### config.mk
export PLATFORM = sky130hd
export DESIGN_NAME = l2_icache_ctrl
export DESIGN_NICKNAME = d
export VERILOG_FILES = /design/src/rtl/l2_icache_ctrl_pkg.sv /design/src/rtl/l2_icache_ctrl_req_fifo.sv /design/src/rtl/l2_icache_ctrl.sv
export SDC_FILE = /design/constraint.sdc
export NUM_CORES = 1
export LEC_CHECK = 0
export ABC_AREA = 1
export CORE_AREA = 2 2 660 662
export CTS_CLUSTER_SIZE = 16
export DETAILED_ROUTE_END_ITERATION = 7
export DIE_AREA = 0 0 662 664
export HOLD_SLACK_MARGIN = 0.12
export PLACE_DENSITY = 0.37
export SLEW_MARGIN = 40
export SYNTH_ARGS = -nofsm -noshare
export SYNTH_HDL_FRONTEND = slang
export SYNTH_SLANG_ARGS = --single-unit
### constraint.sdc
create_clock -name clk -period 11.76 [get_ports clk]
set_input_delay 1.176 -clock clk [delete_from_list [all_inputs] [get_ports clk]]
set_output_delay 1.176 -clock clk [all_outputs]
set_load 0.03 [all_outputs]
### src/rtl/l2_icache_ctrl_pkg.sv
// Shared encodings for the L2-side instruction-cache miss responder.
package l2_icache_ctrl_pkg;

  // Request opcodes on icache_l2_op
  localparam logic [2:0] L2OP_NOP    = 3'b000;
  localparam logic [2:0] L2OP_FILL   = 3'b001;
  localparam logic [2:0] L2OP_PREF   = 3'b010;
  localparam logic [2:0] L2OP_CANCEL = 3'b011;
  // Response opcode on l2_icache_op (shares the 010 code with PREF on the other direction)
  localparam logic [2:0] L2OP_INV    = 3'b010;

  // Coherence states carried on l2_icache_state
  localparam logic [2:0] ST_I = 3'b000;
  localparam logic [2:0] ST_S = 3'b001;

  // 64-byte lines
  localparam int LINE_OFF = 6;

  typedef enum logic [1:0] {
    FSM_IDLE  = 2'd0,
    FSM_ISSUE = 2'd1,
    FSM_WAIT  = 2'd2,
    FSM_RESP  = 2'd3
  } fsm_state_t;

endpackage

### src/rtl/l2_icache_ctrl_req_fifo.sv
// Request queue: CAM-searchable FIFO with per-entry demand bits, duplicate
// merging, demand promotion and order-preserving removal for CANCEL/INV.
module l2_req_fifo
  import l2_icache_ctrl_pkg::*;
#(
  parameter int XLEN   = 32,
  parameter int QDEPTH = 4,
  parameter int CW     = $clog2(QDEPTH + 1)
) (
  input  logic            clk,
  input  logic            rst,
  input  logic            push_valid,
  input  logic            push_demand,
  input  logic [XLEN-1:0] push_line,
  input  logic            pop,
  input  logic            cancel,
  input  logic            inv_valid,
  input  logic [XLEN-1:0] inv_line,
  input  logic            busy,
  input  logic [XLEN-1:0] busy_line,
  output logic            head_valid,
  output logic [XLEN-1:0] head_line,
  output logic [CW-1:0]   count_next
);

  localparam logic [CW-1:0] FULL_CNT   = CW'(QDEPTH);
  localparam logic [CW-1:0] PREF_LIMIT = CW'(QDEPTH - 1);

  logic [XLEN-1:0]   q_line [QDEPTH];
  logic [QDEPTH-1:0] q_vld;
  logic [QDEPTH-1:0] q_dem;
  logic [CW-1:0]     q_cnt;

  logic [QDEPTH-1:0] p_dem;
  logic [XLEN-1:0]   s_line [QDEPTH];
  logic [QDEPTH-1:0] s_vld;
  logic [QDEPTH-1:0] s_dem;
  logic [XLEN-1:0]   n_line [QDEPTH];
  logic [QDEPTH-1:0] n_vld;
  logic [QDEPTH-1:0] n_dem;
  logic              hit;
  logic              keep;
  logic [CW-1:0]     wr_idx;

  // Next queue contents: merge/promote, pop, filter+compact, then append
  always_comb begin
    hit    = 1'b0;
    keep   = 1'b0;
    p_dem  = q_dem;
    // Merge lookup against live entries (an entry killed by INV this cycle does not count)
    for (int i = 0; i < QDEPTH; i++) begin
      if (q_vld[i] && (q_line[i] == push_line) && !(inv_valid && (q_line[i] == inv_line))) begin
        hit = 1'b1;
        if (push_demand) p_dem[i] = 1'b1;
      end
    end
    if (busy && (busy_line == push_line)) hit = 1'b1;

    // Pop shifts everything down by one slot
    s_line = q_line;
    s_vld  = q_vld;
    s_dem  = p_dem;
    if (pop) begin
      for (int i = 0; i < QDEPTH - 1; i++) begin
        s_line[i] = q_line[i+1];
        s_vld[i]  = q_vld[i+1];
        s_dem[i]  = p_dem[i+1];
      end
      s_line[QDEPTH-1] = '0;
      s_vld[QDEPTH-1]  = 1'b0;
      s_dem[QDEPTH-1]  = 1'b0;
    end

    // Drop cancelled prefetches and invalidated lines, keeping order
    n_line = '{default: '0};
    n_vld  = '0;
    n_dem  = '0;
    wr_idx = '0;
    for (int i = 0; i < QDEPTH; i++) begin
      keep = s_vld[i] && !(cancel && !s_dem[i]) && !(inv_valid && (s_line[i] == inv_line));
      if (keep) begin
        for (int j = 0; j < QDEPTH; j++) begin
          if (CW'(j) == wr_idx) begin
            n_line[j] = s_line[i];
            n_vld[j]  = 1'b1;
            n_dem[j]  = s_dem[i];
          end
        end
        wr_idx = wr_idx + CW'(1);
      end
    end

    // Append a new line; prefetches never take the last free slot
    if (push_valid && !hit && (wr_idx != FULL_CNT) && (push_demand || (q_cnt < PREF_LIMIT))) begin
      for (int j = 0; j < QDEPTH; j++) begin
        if (CW'(j) == wr_idx) begin
          n_line[j] = push_line;
          n_vld[j]  = 1'b1;
          n_dem[j]  = push_demand;
        end
      end
      wr_idx = wr_idx + CW'(1);
    end
    count_next = wr_idx;
  end

  // Queue storage
  always_ff @(posedge clk or negedge rst) begin
    if (!rst) begin
      for (int i = 0; i < QDEPTH; i++) q_line[i] <= '0;
      q_vld <= '0;
      q_dem <= '0;
      q_cnt <= '0;
    end else begin
      q_line <= n_line;
      q_vld  <= n_vld;
      q_dem  <= n_dem;
      q_cnt  <= wr_idx;
    end
  end

  assign head_valid = q_vld[0];
  assign head_line  = q_line[0];

endmodule

### src/rtl/l2_icache_ctrl.sv
// L2-side responder for icache misses: queues fill/prefetch requests, fetches
// each line from memory and returns it as a one-cycle FILL; forwards
// coherence invalidates as one-cycle INV pulses.
//
// Handshake: mem_req_valid rises with a registered, stable mem_req_addr and
// stays high until the cycle mem_req_ready is also high; the transfer happens
// on that edge. mem_resp_valid is a one-way strobe, only honoured in WAIT.
// The frontend has no ready: every FILL/INV pulse is consumed as presented.
module l2_icache_ctrl
  import l2_icache_ctrl_pkg::*;
#(
  parameter int XLEN      = 32,
  parameter int LINE_BITS = 512,
  parameter int QDEPTH    = 4
) (
  input  logic                 clk,
  input  logic                 rst,
  input  logic [2:0]           icache_l2_op,
  input  logic [2:0]           icache_l2_state,
  input  logic [XLEN-1:0]      icache_l2_addr,
  input  logic [LINE_BITS-1:0] icache_l2_data_out,
  output logic                 l2_icache_stall,
  output logic [2:0]           l2_icache_op,
  output logic [2:0]           l2_icache_state,
  output logic [XLEN-1:0]      l2_icache_addr,
  output logic [LINE_BITS-1:0] l2_icache_data_in,
  input  logic                 inv_valid,
  input  logic [XLEN-1:0]      inv_addr,
  output logic                 mem_req_valid,
  input  logic                 mem_req_ready,
  output logic [XLEN-1:0]      mem_req_addr,
  input  logic                 mem_resp_valid,
  input  logic [LINE_BITS-1:0] mem_resp_data,
  output fsm_state_t           dbg_state
);

  localparam int CW = $clog2(QDEPTH + 1);
  localparam logic [CW-1:0] FULL_CNT = CW'(QDEPTH);

  fsm_state_t      state;
  logic [XLEN-1:0] cur_line;
  logic            inv_pend;
  logic [XLEN-1:0] inv_pend_line;

  logic [XLEN-1:0] req_line;
  logic [XLEN-1:0] inv_line;
  logic            push_valid;
  logic            push_demand;
  logic            cancel;
  logic            pop;
  logic            head_valid;
  logic [XLEN-1:0] head_line;
  logic [CW-1:0]   count_next;
  logic            fill_now;
  logic            inv_any;
  logic [XLEN-1:0] inv_any_line;
  logic            unused_inputs;

  assign req_line = {icache_l2_addr[XLEN-1:LINE_OFF], {LINE_OFF{1'b0}}};
  assign inv_line = {inv_addr[XLEN-1:LINE_OFF], {LINE_OFF{1'b0}}};

  // The icache is read-only: its state/data fields and the byte offsets carry nothing
  assign unused_inputs = ^{icache_l2_state, icache_l2_data_out,
                           icache_l2_addr[LINE_OFF-1:0], inv_addr[LINE_OFF-1:0]};

  // Request decode; everything from the frontend is ignored while stalled
  always_comb begin
    push_valid  = !l2_icache_stall && ((icache_l2_op == L2OP_FILL) || (icache_l2_op == L2OP_PREF));
    push_demand = (icache_l2_op == L2OP_FILL);
    cancel      = !l2_icache_stall && (icache_l2_op == L2OP_CANCEL);
    pop         = (state == FSM_IDLE) && head_valid;
    fill_now    = (state == FSM_WAIT) && mem_resp_valid;
    // A fresh invalidate overwrites any one still pending
    inv_any      = inv_valid || inv_pend;
    inv_any_line = inv_valid ? inv_line : inv_pend_line;
  end

  l2_req_fifo #(
    .XLEN   (XLEN),
    .QDEPTH (QDEPTH),
    .CW     (CW)
  ) u_fifo (
    .clk         (clk),
    .rst         (rst),
    .push_valid  (push_valid),
    .push_demand (push_demand),
    .push_line   (req_line),
    .pop         (pop),
    .cancel      (cancel),
    .inv_valid   (inv_valid),
    .inv_line    (inv_line),
    .busy        (state != FSM_IDLE),
    .busy_line   (cur_line),
    .head_valid  (head_valid),
    .head_line   (head_line),
    .count_next  (count_next)
  );

  // Fetch FSM, invalidate holding register and all registered outputs
  always_ff @(posedge clk or negedge rst) begin
    if (!rst) begin
      state             <= FSM_IDLE;
      cur_line          <= '0;
      inv_pend          <= 1'b0;
      inv_pend_line     <= '0;
      l2_icache_stall   <= 1'b0;
      l2_icache_op      <= L2OP_NOP;
      l2_icache_state   <= ST_I;
      l2_icache_addr    <= '0;
      l2_icache_data_in <= '0;
      mem_req_valid     <= 1'b0;
      mem_req_addr      <= '0;
    end else begin
      l2_icache_stall   <= (count_next == FULL_CNT);
      l2_icache_op      <= L2OP_NOP;
      l2_icache_state   <= ST_I;
      l2_icache_addr    <= '0;
      l2_icache_data_in <= '0;
      case (state)
        FSM_IDLE: begin
          if (head_valid) begin
            cur_line      <= head_line;
            mem_req_valid <= 1'b1;
            mem_req_addr  <= head_line;
            state         <= FSM_ISSUE;
          end
        end
        FSM_ISSUE: begin
          if (mem_req_ready) begin
            mem_req_valid <= 1'b0;
            mem_req_addr  <= '0;
            state         <= FSM_WAIT;
          end
        end
        FSM_WAIT: begin
          if (mem_resp_valid) begin
            l2_icache_op      <= L2OP_FILL;
            l2_icache_state   <= ST_S;
            l2_icache_addr    <= cur_line;
            l2_icache_data_in <= mem_resp_data;
            state             <= FSM_RESP;
          end
        end
        default: state <= FSM_IDLE;
      endcase
      // The FILL pulse owns the output; an invalidate waits one cycle behind it
      if (fill_now) begin
        if (inv_valid) begin
          inv_pend      <= 1'b1;
          inv_pend_line <= inv_line;
        end
      end else if (inv_any) begin
        l2_icache_op    <= L2OP_INV;
        l2_icache_state <= ST_I;
        l2_icache_addr  <= inv_any_line;
        inv_pend        <= 1'b0;
      end
    end
  end

  assign dbg_state = state;

endmodule

Figure 1. Cell classes on the final placement.
The bar under the picture is 200 µm long. Fill, decap, tap and diode cells in grey.
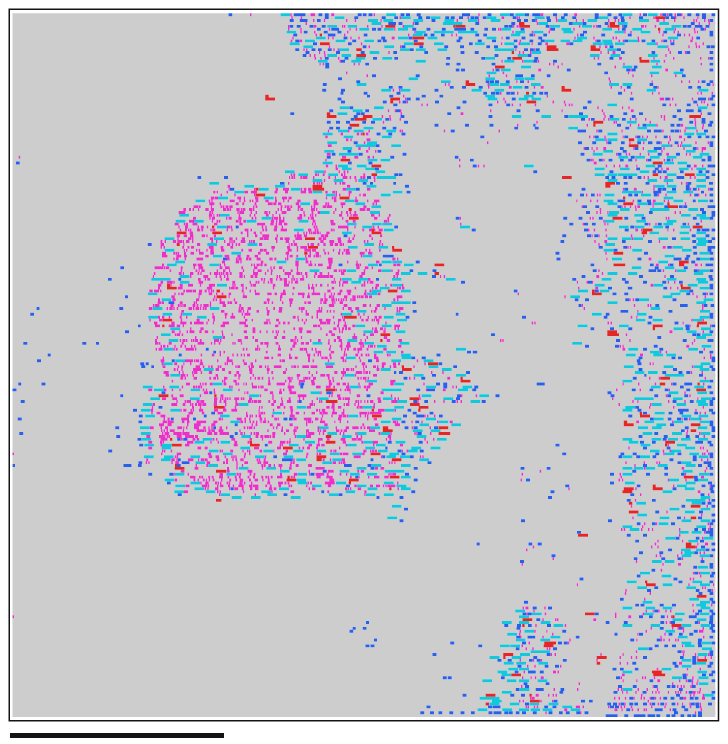
[flops] cyan | cells: 786 | share of their area: 37%
[clock drivers and dummy loads] red | cells: 195 | share of their area: 6.9%
[combinational and other logic] magenta | cells: 3,827 | share of their area: 33%
[other buffers and delay cells] blue | cells: 1,218 | share of their area: 23%

Figure 2. Met2 routing.
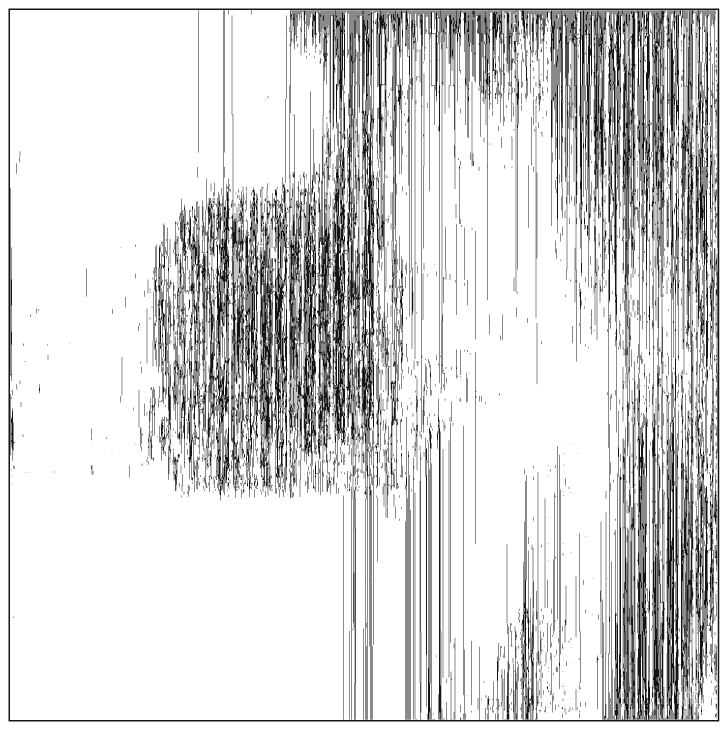
nets with wire on the layer: 5,117
share of all routed wire: 48%
longest straight run: 394 µm
wire length on this layer: 160 mm

==> results.sh <==
# source this file to load flow results
export IMPL_crit_cells=28
export IMPL_path_buffers=8
export IMPL_synth_seq_share=0.5194
export IMPL_layout_drive_gt1_share=0.05261
export IMPL_top_layer="met5"
export IMPL_grt_usage=0.1449
export IMPL_ant_nets=0
export IMPL_synthTopCellsByCount="nand2_1 (1,027), inv_1 (929), dfrtp_1 (786), nor2_1 (771), o21ai_0 (215)"
export IMPL_max_freq_ghz=0.1278
export IMPL_seq_area_um2=19670
export IMPL_dr_first_iter_drc_count=3591
export IMPL_slowest_stage="buf_4"
export IMPL_holdBufCountCts=0
export IMPL_dpl_cell_count=11560
export IMPL_die_area_um2=439600
export IMPL_switching_share=0.4691
export IMPL_cts_tree="built"
export IMPL_drt_met1_wl_mm=123.0
export IMPL_core_area_um2=432700
export IMPL_status="finished, final reports clean"
export IMPL_n_fill_cell=49750
export IMPL_relSlewSlack=0.2969
export IMPL_cp_end_kind="flop"
export IMPL_die_h_um=664
export IMPL_final_cell_mix="clkdlybuf4s50_1 (1,146), nand2_1 (1,018), inv_1 (928)"
export IMPL_synth_async_reset_ratio=1.000
export IMPL_worstSetupPathType="reg -> reg"
export IMPL_synth_area_top_cells="dfrtp_1 (52%), nand2_1 (10%), inv_1 (9.2%)"
export IMPL_grt_max_degree=141
export IMPL_p_per_area_nw_per_um2=217.4
export IMPL_cts_buffer_depth=4
export IMPL_worstPathArrival_ns=8.54
export IMPL_wl_per_cell_um=27.95
export IMPL_p_leak_nw=27.79
export IMPL_drv_slew=0
export IMPL_combPwrFrac=0.449
export IMPL_cell_internal_pwr_mw=6.926
export IMPL_top_regs="l2_icache_data_in (512), u_fifo.q_line (96)"
export IMPL_cts_root_buffer="clkbuf_16"
export IMPL_edf_count=0
export IMPL_drt_pre_antenna_iters=6
export IMPL_final_cells=11860
Figure 3. Clock routing.
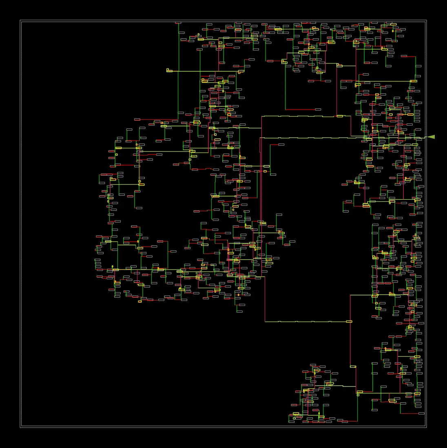
Post-Route Skew: 0.1027 ns
Clock Sinks: 786

-- metrics by stage --
step,util,total power [mW]
2_1_floorplan,-,6.620
3_3_place_gp,0.1294,9.606
5_1_grt,0.1383,13.67
4_1_cts,0.1379,13.20
6_report,0.1387,13.05
3_5_place_dp,0.1295,9.584
-- cell type report --
type,instances,share of cell area
multi-input cells,2882,0.2261
clock buffers,149,0.05132
clock inverters,46,0.009155
flip-flops and latches,786,0.3278
repair buffers,1218,0.2026
well taps,5734,0.1196
inverters,945,0.05925
diodes,100,0.004171
-- power groups by stage --
| stage | combinational, mW | sequential [mW] | clock [mW] |
|---|---|---|---|
| after CTS | 5.89 | 3.68 | 3.63 |
| after floorplan | 2.39 | 4.23 | 0 |
| after global placement | 5.89 | 3.72 | 0 |
| after detailed placement | 5.87 | 3.72 | 0 |
| final | 5.86 | 3.68 | 3.51 |
| after global routing | 6.22 | 3.73 | 3.72 |
-- cell families after synthesis --
logic type,after synthesis,share of synthesized area
buffers and inverters,1195,0.1259
multiplexers,1,0.0002643
XOR/XNOR,189,0.04371
other,1,0.00009902
AND-OR/OR-AND,490,0.06998
adder cells (fa/ha/maj),16,0.005484
flip-flops,786,0.5194
AND/OR/NAND/NOR,2183,0.2352
-- worst paths after layout --
check / start / end / slack (ns)
setup / recovery: dbg_state[0] / u_fifo.q_line[21] / 3.94
max in group asynchronous: rst / u_fifo.q_cnt[0] / 9.46
min in group clk: inv_pend_line[1] / inv_pend_line[1] / 0.47
hold / removal: rst / u_fifo.q_line[51] / 0.17
setup reg to reg: dbg_state[0] / u_fifo.q_line[21] / 3.94
hold reg to reg: inv_pend_line[1] / inv_pend_line[1] / 0.47
Power figures rest on the tool's default switching activity, not on a simulated workload.
